### The clock network

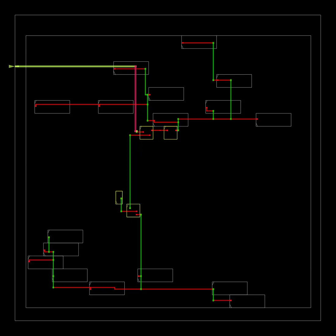
### Clock distribution

Drawn at 8 px/um.
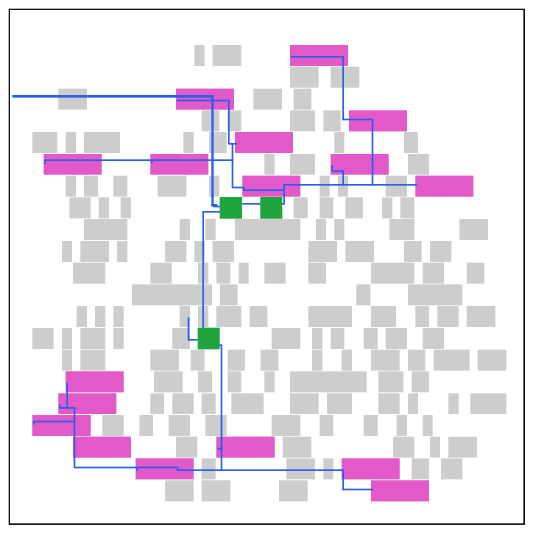
### Signal wires on met3

Drawn at 8 px/um.
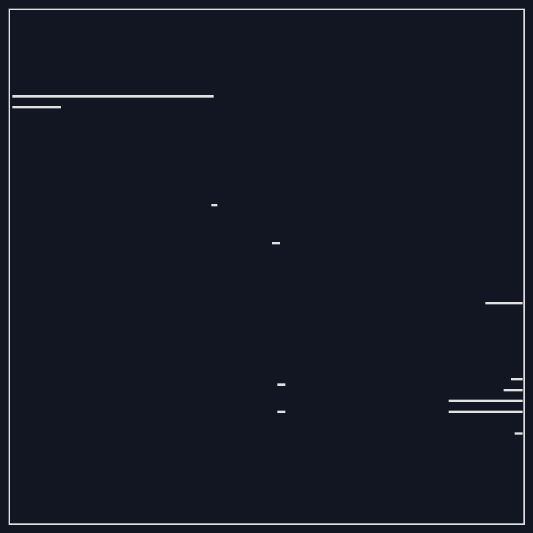
### Routed metal, one color a layer

Drawn at 4 px/um.
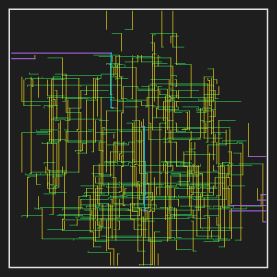
### src/rtl/elevador_pkg.sv
// Shared types and default configuration for the multi-floor elevator controller.
// Contents: controller state enum, default parameter values.
// ELEVADOR_FAULT_EN adds the FAULT state to the enum.
package elevador_pkg;

  localparam int DEF_FLOORS      = 4;
  localparam int DEF_DOOR_CYCLES = 8;
  localparam int DEF_TRAVEL_MAX  = 64;

  typedef enum logic [2:0] {
    ST_HOMING = 3'd0,
    ST_IDLE   = 3'd1,
    ST_UP     = 3'd2,
    ST_DOWN   = 3'd3,
    ST_DOOR   = 3'd4
`ifdef ELEVADOR_FAULT_EN
    , ST_FAULT = 3'd5
`endif
  } state_t;

endpackage

### src/rtl/elevador_timer.sv
// Loadable down-counter: load wins over count, counts down while en, saturates at zero.
// Ports: clk, rst (sync, active-high), load/load_val (restart), en (count), done (count==0).
// Latency: done reflects the registered count; no backpressure, inputs sampled every cycle.
module elevador_timer #(
  parameter int W = 4
) (
  input  logic         clk,
  input  logic         rst,
  input  logic         load,
  input  logic [W-1:0] load_val,
  input  logic         en,
  output logic         done
);

  logic [W-1:0] count;

  always_ff @(posedge clk) begin
    if (rst) begin
      count <= '0;
    end else if (load) begin
      count <= load_val;
    end else if (en && (count != '0)) begin
      count <= count - W'(1);
    end
  end

  assign done = (count == '0);

endmodule

### src/rtl/elevador_multipiso.sv
// Multi-floor elevator controller: homing, SCAN up/down service, timed door stops.
// Ports: clk, rst (sync, active-high), call/sw in; Mup, Mdown, door_open, floor_idx, pending, fault out.
// Latency: outputs registered, motor stops on the edge that samples the target sw bit; no backpressure.
// Option: define ELEVADOR_FAULT_EN for the travel watchdog, multi-switch detection and FAULT state.
module elevador_multipiso
  import elevador_pkg::*;
#(
  parameter int FLOORS      = DEF_FLOORS,
  parameter int DOOR_CYCLES = DEF_DOOR_CYCLES,
  parameter int TRAVEL_MAX  = DEF_TRAVEL_MAX
) (
  input  logic                       clk,
  input  logic                       rst,
  input  logic [FLOORS-1:0]          call,
  input  logic [FLOORS-1:0]          sw,
  output logic                       Mup,
  output logic                       Mdown,
  output logic                       door_open,
  output logic [$clog2(FLOORS)-1:0]  floor_idx,
  output logic [FLOORS-1:0]          pending,
  output logic                       fault
);

  localparam int FW = $clog2(FLOORS);
  localparam int DW = $clog2(DOOR_CYCLES + 1);

  if (FLOORS < 2 || FLOORS > 16 || DOOR_CYCLES < 1 || TRAVEL_MAX < 1) begin : g_bad_cfg
    $error("elevador_multipiso: parameter out of range");
  end

  state_t            state, state_n;
  logic              dir, dir_n;          // 1 = last travel direction was up
  logic              sw_any;
  logic [FW-1:0]     sw_idx;
  logic              any_above, any_below;
  logic              door_load, door_done;
  logic              stop_clr;
  logic [FW-1:0]     stop_floor;
  logic [FLOORS-1:0] call_eff, pending_n;

  // Lowest set switch wins when several read high at once.
  always_comb begin
    sw_any = |sw;
    sw_idx = '0;
    for (int i = FLOORS - 1; i >= 0; i--) begin
      if (sw[i]) sw_idx = FW'(i);
    end
  end

  always_comb begin
    any_above = 1'b0;
    any_below = 1'b0;
    for (int i = 0; i < FLOORS; i++) begin
      if (FW'(i) > floor_idx) any_above = any_above | pending[i];
      if (FW'(i) < floor_idx) any_below = any_below | pending[i];
    end
  end

  elevador_timer #(.W(DW)) u_door_timer (
    .clk      (clk),
    .rst      (rst),
    .load     (door_load),
    .load_val (DW'(DOOR_CYCLES - 1)),
    .en       (state == ST_DOOR),
    .done     (door_done)
  );

`ifdef ELEVADOR_FAULT_EN
  localparam int WW = $clog2(TRAVEL_MAX + 1);

  logic [FLOORS-1:0] sw_prev;
  logic              wd_load, wd_done, sw_multi, fault_cond;

  // Watchdog restarts whenever the motor is off or any switch changes.
  assign wd_load    = !(Mup || Mdown) || (sw != sw_prev);
  assign sw_multi   = |(sw & (sw - FLOORS'(1)));
  assign fault_cond = sw_multi || (!wd_load && wd_done);

  elevador_timer #(.W(WW)) u_watchdog (
    .clk      (clk),
    .rst      (rst),
    .load     (wd_load),
    .load_val (WW'(TRAVEL_MAX - 1)),
    .en       (Mup || Mdown),
    .done     (wd_done)
  );

  always_ff @(posedge clk) begin
    if (rst) begin
      sw_prev <= '0;
      fault   <= 1'b0;
    end else begin
      sw_prev <= sw;
      fault   <= (state_n == ST_FAULT);
    end
  end
`else
  assign fault = 1'b0;
`endif

  always_comb begin
    state_n    = state;
    dir_n      = dir;
    door_load  = 1'b0;
    stop_clr   = 1'b0;
    stop_floor = floor_idx;
    case (state)
      ST_HOMING: if (sw_any) state_n = ST_IDLE;
      ST_IDLE: begin
        if (pending[floor_idx]) begin
          state_n   = ST_DOOR;
          stop_clr  = 1'b1;
          door_load = 1'b1;
        end else if (any_above) begin
          state_n = ST_UP;
          dir_n   = 1'b1;
        end else if (any_below) begin
          state_n = ST_DOWN;
          dir_n   = 1'b0;
        end
      end
      ST_UP: if (sw_any) begin
        if (pending[sw_idx]) begin
          state_n    = ST_DOOR;
          stop_clr   = 1'b1;
          stop_floor = sw_idx;
          door_load  = 1'b1;
        end else if (sw_idx == FW'(FLOORS - 1)) begin
          state_n = ST_IDLE;
        end
      end
      ST_DOWN: if (sw_any) begin
        if (pending[sw_idx]) begin
          state_n    = ST_DOOR;
          stop_clr   = 1'b1;
          stop_floor = sw_idx;
          door_load  = 1'b1;
        end else if (sw_idx == '0) begin
          state_n = ST_IDLE;
        end
      end
      ST_DOOR: begin
        // A call at this floor holds the door instead of queueing a new stop.
        if (call[floor_idx]) begin
          door_load = 1'b1;
        end else if (door_done) begin
          // SCAN: keep going the same way while work remains ahead, else turn.
          if (dir ? any_above : any_below) begin
            state_n = dir ? ST_UP : ST_DOWN;
          end else if (dir ? any_below : any_above) begin
            state_n = dir ? ST_DOWN : ST_UP;
            dir_n   = !dir;
          end else begin
            state_n = ST_IDLE;
          end
        end
      end
      default: state_n = ST_HOMING;
    endcase
`ifdef ELEVADOR_FAULT_EN
    if (state == ST_FAULT || fault_cond) begin
      state_n   = ST_FAULT;
      door_load = 1'b0;
      stop_clr  = 1'b0;
    end
`endif
  end

  always_comb begin
    call_eff = call;
    if (state == ST_DOOR) call_eff[floor_idx] = 1'b0;
    pending_n = pending | call_eff;
    if (stop_clr) pending_n[stop_floor] = 1'b0;
  end

  // Motor and door outputs follow the next state so a stop takes effect on the sampling edge.
  always_ff @(posedge clk) begin
    if (rst) begin
      state     <= ST_HOMING;
      dir       <= 1'b1;
      pending   <= '0;
      floor_idx <= '0;
      Mup       <= 1'b0;
      Mdown     <= 1'b0;
      door_open <= 1'b0;
    end else begin
      state     <= state_n;
      dir       <= dir_n;
      pending   <= pending_n;
      if (sw_any) floor_idx <= sw_idx;
      Mup       <= (state_n == ST_UP);
      Mdown     <= (state_n == ST_DOWN) || (state_n == ST_HOMING);
      door_open <= (state_n == ST_DOOR);
    end
  end

endmodule

### config.mk
export PLATFORM = sky130hd
export DESIGN_NAME = elevador_multipiso
export DESIGN_NICKNAME = d
export VERILOG_FILES = /design/src/rtl/elevador_pkg.sv /design/src/rtl/elevador_timer.sv /design/src/rtl/elevador_multipiso.sv
export SDC_FILE = /design/constraint.sdc
export NUM_CORES = 1
export LEC_CHECK = 0
export CAP_MARGIN = 10
export CELL_PAD_IN_SITES_DETAIL_PLACEMENT = 1
export CELL_PAD_IN_SITES_GLOBAL_PLACEMENT = 1
export CORE_MARGIN = 2
export CORE_UTILIZATION = 32
export CTS_CLUSTER_SIZE = 24
export DETAILED_ROUTE_END_ITERATION = 16
export GPL_TIMING_DRIVEN = 1
export HOLD_SLACK_MARGIN = 0.06
export PLACE_DENSITY = 0.68
export SETUP_SLACK_MARGIN = 0.4
export SLEW_MARGIN = 30
export SYNTH_ARGS = -nofsm -noshare
export SYNTH_HDL_FRONTEND = slang
export SYNTH_HIERARCHICAL = 1
export SYNTH_SLANG_ARGS = --single-unit
### constraint.sdc
create_clock -name clk -period 3.02 [get_ports clk]
set_input_delay 0.755 -clock clk [delete_from_list [all_inputs] [get_ports clk]]
set_output_delay 0.755 -clock clk [all_outputs]
set_load 0.005 [all_outputs]
==> flow_metrics.py <==
# Synthesis and PnR figures
metrics = {
    "synthesis": {
        "mux_share": 0.0464,
        "syn_area_mm2": 0.00116,
        "synth.most_common_cell": "dfxtp_1",
        "synth_cell_types": 50,
        "edf_count": 0,
        "ys_warn_count": 6,
        "ys_sh_aoi": 0.325,
        "yosysCellCount": 138,
        "common_cells": "17 x dfxtp_1, 16 x nor2_1, 10 x nand2_1",
        "async_flop_share": 0,
        "ys_sh_adder": 0.0108,
        "ys_seq_elements": 17,
        "ys_top_logic_family": "AND-OR/OR-AND gates",
        "synth-seq-area-share": 0.294,
        "ys_sh_simple": 0.253,
        "synthXorXnorAreaFrac": 0.00756,
        "ys.flop_type": "dfxtp_1",
        "largest_area_cell": "dfxtp_1",
        "yosys.area.top_type_share": 0.294,
        "top_cells_by_area": "dfxtp_1 29%, nor2_1 5.2%, a21oi_1 3.5%, a211oi_1 3.2%, nand2_1 3.2%",
        "ys_area_mm2": 0.00116,
        "synthesis.instances": 138,
        "avgSynthCellArea_um2": 8.40,
    },
    "setup_path": {
        "crit_fanout": 4,
        "crit_chain": "clkdlybuf4s50_1, and3b_1, a221o_1, o2111ai_4, o211ai_1, nand2_1, nor2_1, a311o_1",
        "slowest_stage": "clkdlybuf4s50_1",
        "cp_num_buf_inv": 1,
        "cp.arrival_ps": 2710,
        "worstPathRequired_ps": 3210,
        "crit_type": "in2reg",
        "crit_path_end_kind": "flop",
        "start_kind": "input pin",
        "cpPeakStageDelay_ps": 530,
        "cp_top_family": "AND-OR/OR-AND gates",
    },
    "die": {
        "rows": 21,
        "initial_utilization": 0.339,
        "die_x_um": 64.2,
        "tap_cells": 46,
        "chipArea_mm2": 0.00412,
        "core-area_mm2": 0.00342,
        "die_h_um": 64.2,
        "pin_count": 20,
    },
    "placed_design": {
        "gp_congestion": 0.820,
        "portBuffers": 18,
        "dp.cells": 203,
        "dp_hpwl_um": 2650,
    },
    "layout": {
        "num-nonclk-buffers": 24,
        "flop_area_um2": 340,
        "area_growth_pct": 25.8,
        "final_cells": 209,
        "comb_share": 0.530,
        "final_nets": 175,
        "inverters": 8,
        "n_clock_buffer": 4,
        "buffer_area_frac": 0.158,
        "diodes": 0,
        "clk_share": 0.0180,
        "largest_class": "combinational gates",
        "sh_seq_area": 0.233,
        "logic_gates": 110,
        "fillCellCount": 417,
        "drive_gt1_frac": 0.141,
        "mi_logic_area_um2": 773,
    },
    "clock_network": {
        "htreeDepth": 1,
        "cts.reportedPaths.clkPinSlew_ps": 100,
        "tritoncts": "yes",
        "hold_buffers": 0,
        "cts_setup_buffers": 0,
        "clock_path_buffers": 2,
        "cts-root-buf": "clkbuf_4",
        "cts_resized": 0,
    },
    "grt": {
        "antenna_found_initial": 0,
        "grt_util_met2": 0.306,
        "use_met1": 0.222,
        "top_usage_layer": "met2",
        "grt_pass1_wl_um": 5720,
        "grt_max_degree": 15,
        "grt_pass1_vias": 1158,
        "gr-total-overflow": 0,
    },
    "sta": {
        "final-hold-violation-count": 0,
        "worstMarginPinSlew_ps": 517,
        "fmax_ghz": 0.396,
        "maxSlewViolCount": 0,
        "rsz0062_at_grt": "true",
        "setup_violations": 0,
        "post-route-min-period_ps": 2530,
        "relSlewSlack": 0.655,
        "final.setup.tns_ps": 0,
        "fin_crit_sh": 0.837,
    },
    "routing": {
        "drt-met1-wl_um": 1540,
        "top_layer": "met4",
        "drcViolationCount": 0,
        "routed_via_density": 5.32,
        "antenna_left": 0,
        "wl_met2_um": 1770,
        "met3WireLength_um": 59,
        "dr.pass1.iters": 4,
        "drt_iter0_markers": 31,
    },
    "pwr": {
        "ir_drop_mv": 0.222,
        "cellPowerDensity_mw_per_mm2": 510,
        "p_leak_uw": 0.000532,
    },
    "job": {
        "cap_violations": 0,
        "warning_count": 27,
    },
    "outcome": {
        "outcome": "completed",
    },
    "hold_path": {
        "min_path_type": "reg2reg",
    },
}
Notes on 'The clock network' above:
TritonCTS Buffers: 3
Seq cells: 17
clock sink total: 17
P_clk: 122 uW

Notes on 'Clock distribution' above:
Green is cells driving clock nets, count 3. Magenta is flip-flops, count 17. Blue is clock wires, length 243 um.
There are 4 routed clock nets.
clk_skew: 4.63 ps
Clock Power Share: 0.164
clock latency on the worst-skew pair: 280 ps

Notes on 'Signal wires on met3' above:
The wires run mostly horizontal. The layer holds 1.7% of the routed length.
met3 Resource Use GR: 0.0246
total wire length: 3400 um
routed vias: 1112

Notes on 'Routed metal, one color a layer' above:
Yellow is met2, wire length 1770 um. Purple is met3, wire length 59.1 um. Green is met1, wire length 1540 um. Cyan is met4, wire length 34.7 um.
DR WL/cell: 16.3 um
GRT Overall Usage: 0.175

-- worst paths after layout --
kind / from / end / slack [ps] / depth (start not counted)
hold / removal: u_door_timer/count[2] / u_door_timer/count[2] / 540 / 2
setup reg to reg: u_door_timer/count[1] / Mdown / 680 / 10
hold reg to reg: u_door_timer/count[2] / u_door_timer/count[2] / 540 / 2
setup / recovery: sw[0] / u_door_timer/count[1] / 490 / 8
-- through the flow --
step | cell area (um2) | utilization | hold slack, ps | total power (uW) | setup slack [ps]
6_report | 1460 | 0.427 | 540 | 743 | 493
5_1_grt | 1460 | 0.427 | 568 | 799 | 387
4_1_cts | 1430 | 0.418 | 547 | 745 | 441
3_5_place_dp | 1400 | 0.410 | 531 | 617 | 133
3_3_place_gp | 1400 | 0.410 | 516 | 603 | 222
2_1_floorplan | 1170 | - | 484 | 512 | 603
-- layout by cell type, fill, tap and decap left out, types with 2 or more instances in the layout --
master,instances
inv_1,7
a311oi_1,2
o21ai_0,2
nand2_1,10
a21o_1,4
clkbuf_4,3
conb_1,5
or3_1,3
nor3_1,5
a31oi_1,2
nor2_1,15
nand3_1,6
mux2i_1,2
o21bai_1,3
clkdlybuf4s50_1,16
o22ai_1,2
nor3_2,2
a211oi_1,5
dlymetal6s2s_1,2
buf_4,6
a21oi_1,8
nor2b_1,5
and3_1,2
dfxtp_1,17
-- worst min-delay path, stage by stage, from the launching register on --
cell,delay [ps]
dfxtp_1,350
nand2_1,60
a311oi_1,80
-- report_power, final --
group / total (uW) / internal, uW / switching, uW
clock network: 122 / 51.2 / 70.5
logic: 319 / 156 / 163
registers: 302 / 259 / 43.2
total: 743 / 466 / 277
-- state kept, by name (all words and copies together), names as in the netlist --
register            count
pending                 4
Mdown                   1
floor_idx               2
u_door_timer/count      4
door_open               1
state                   3
Mup                     1
dir                     1
Power and IR drop assume default switching activity.
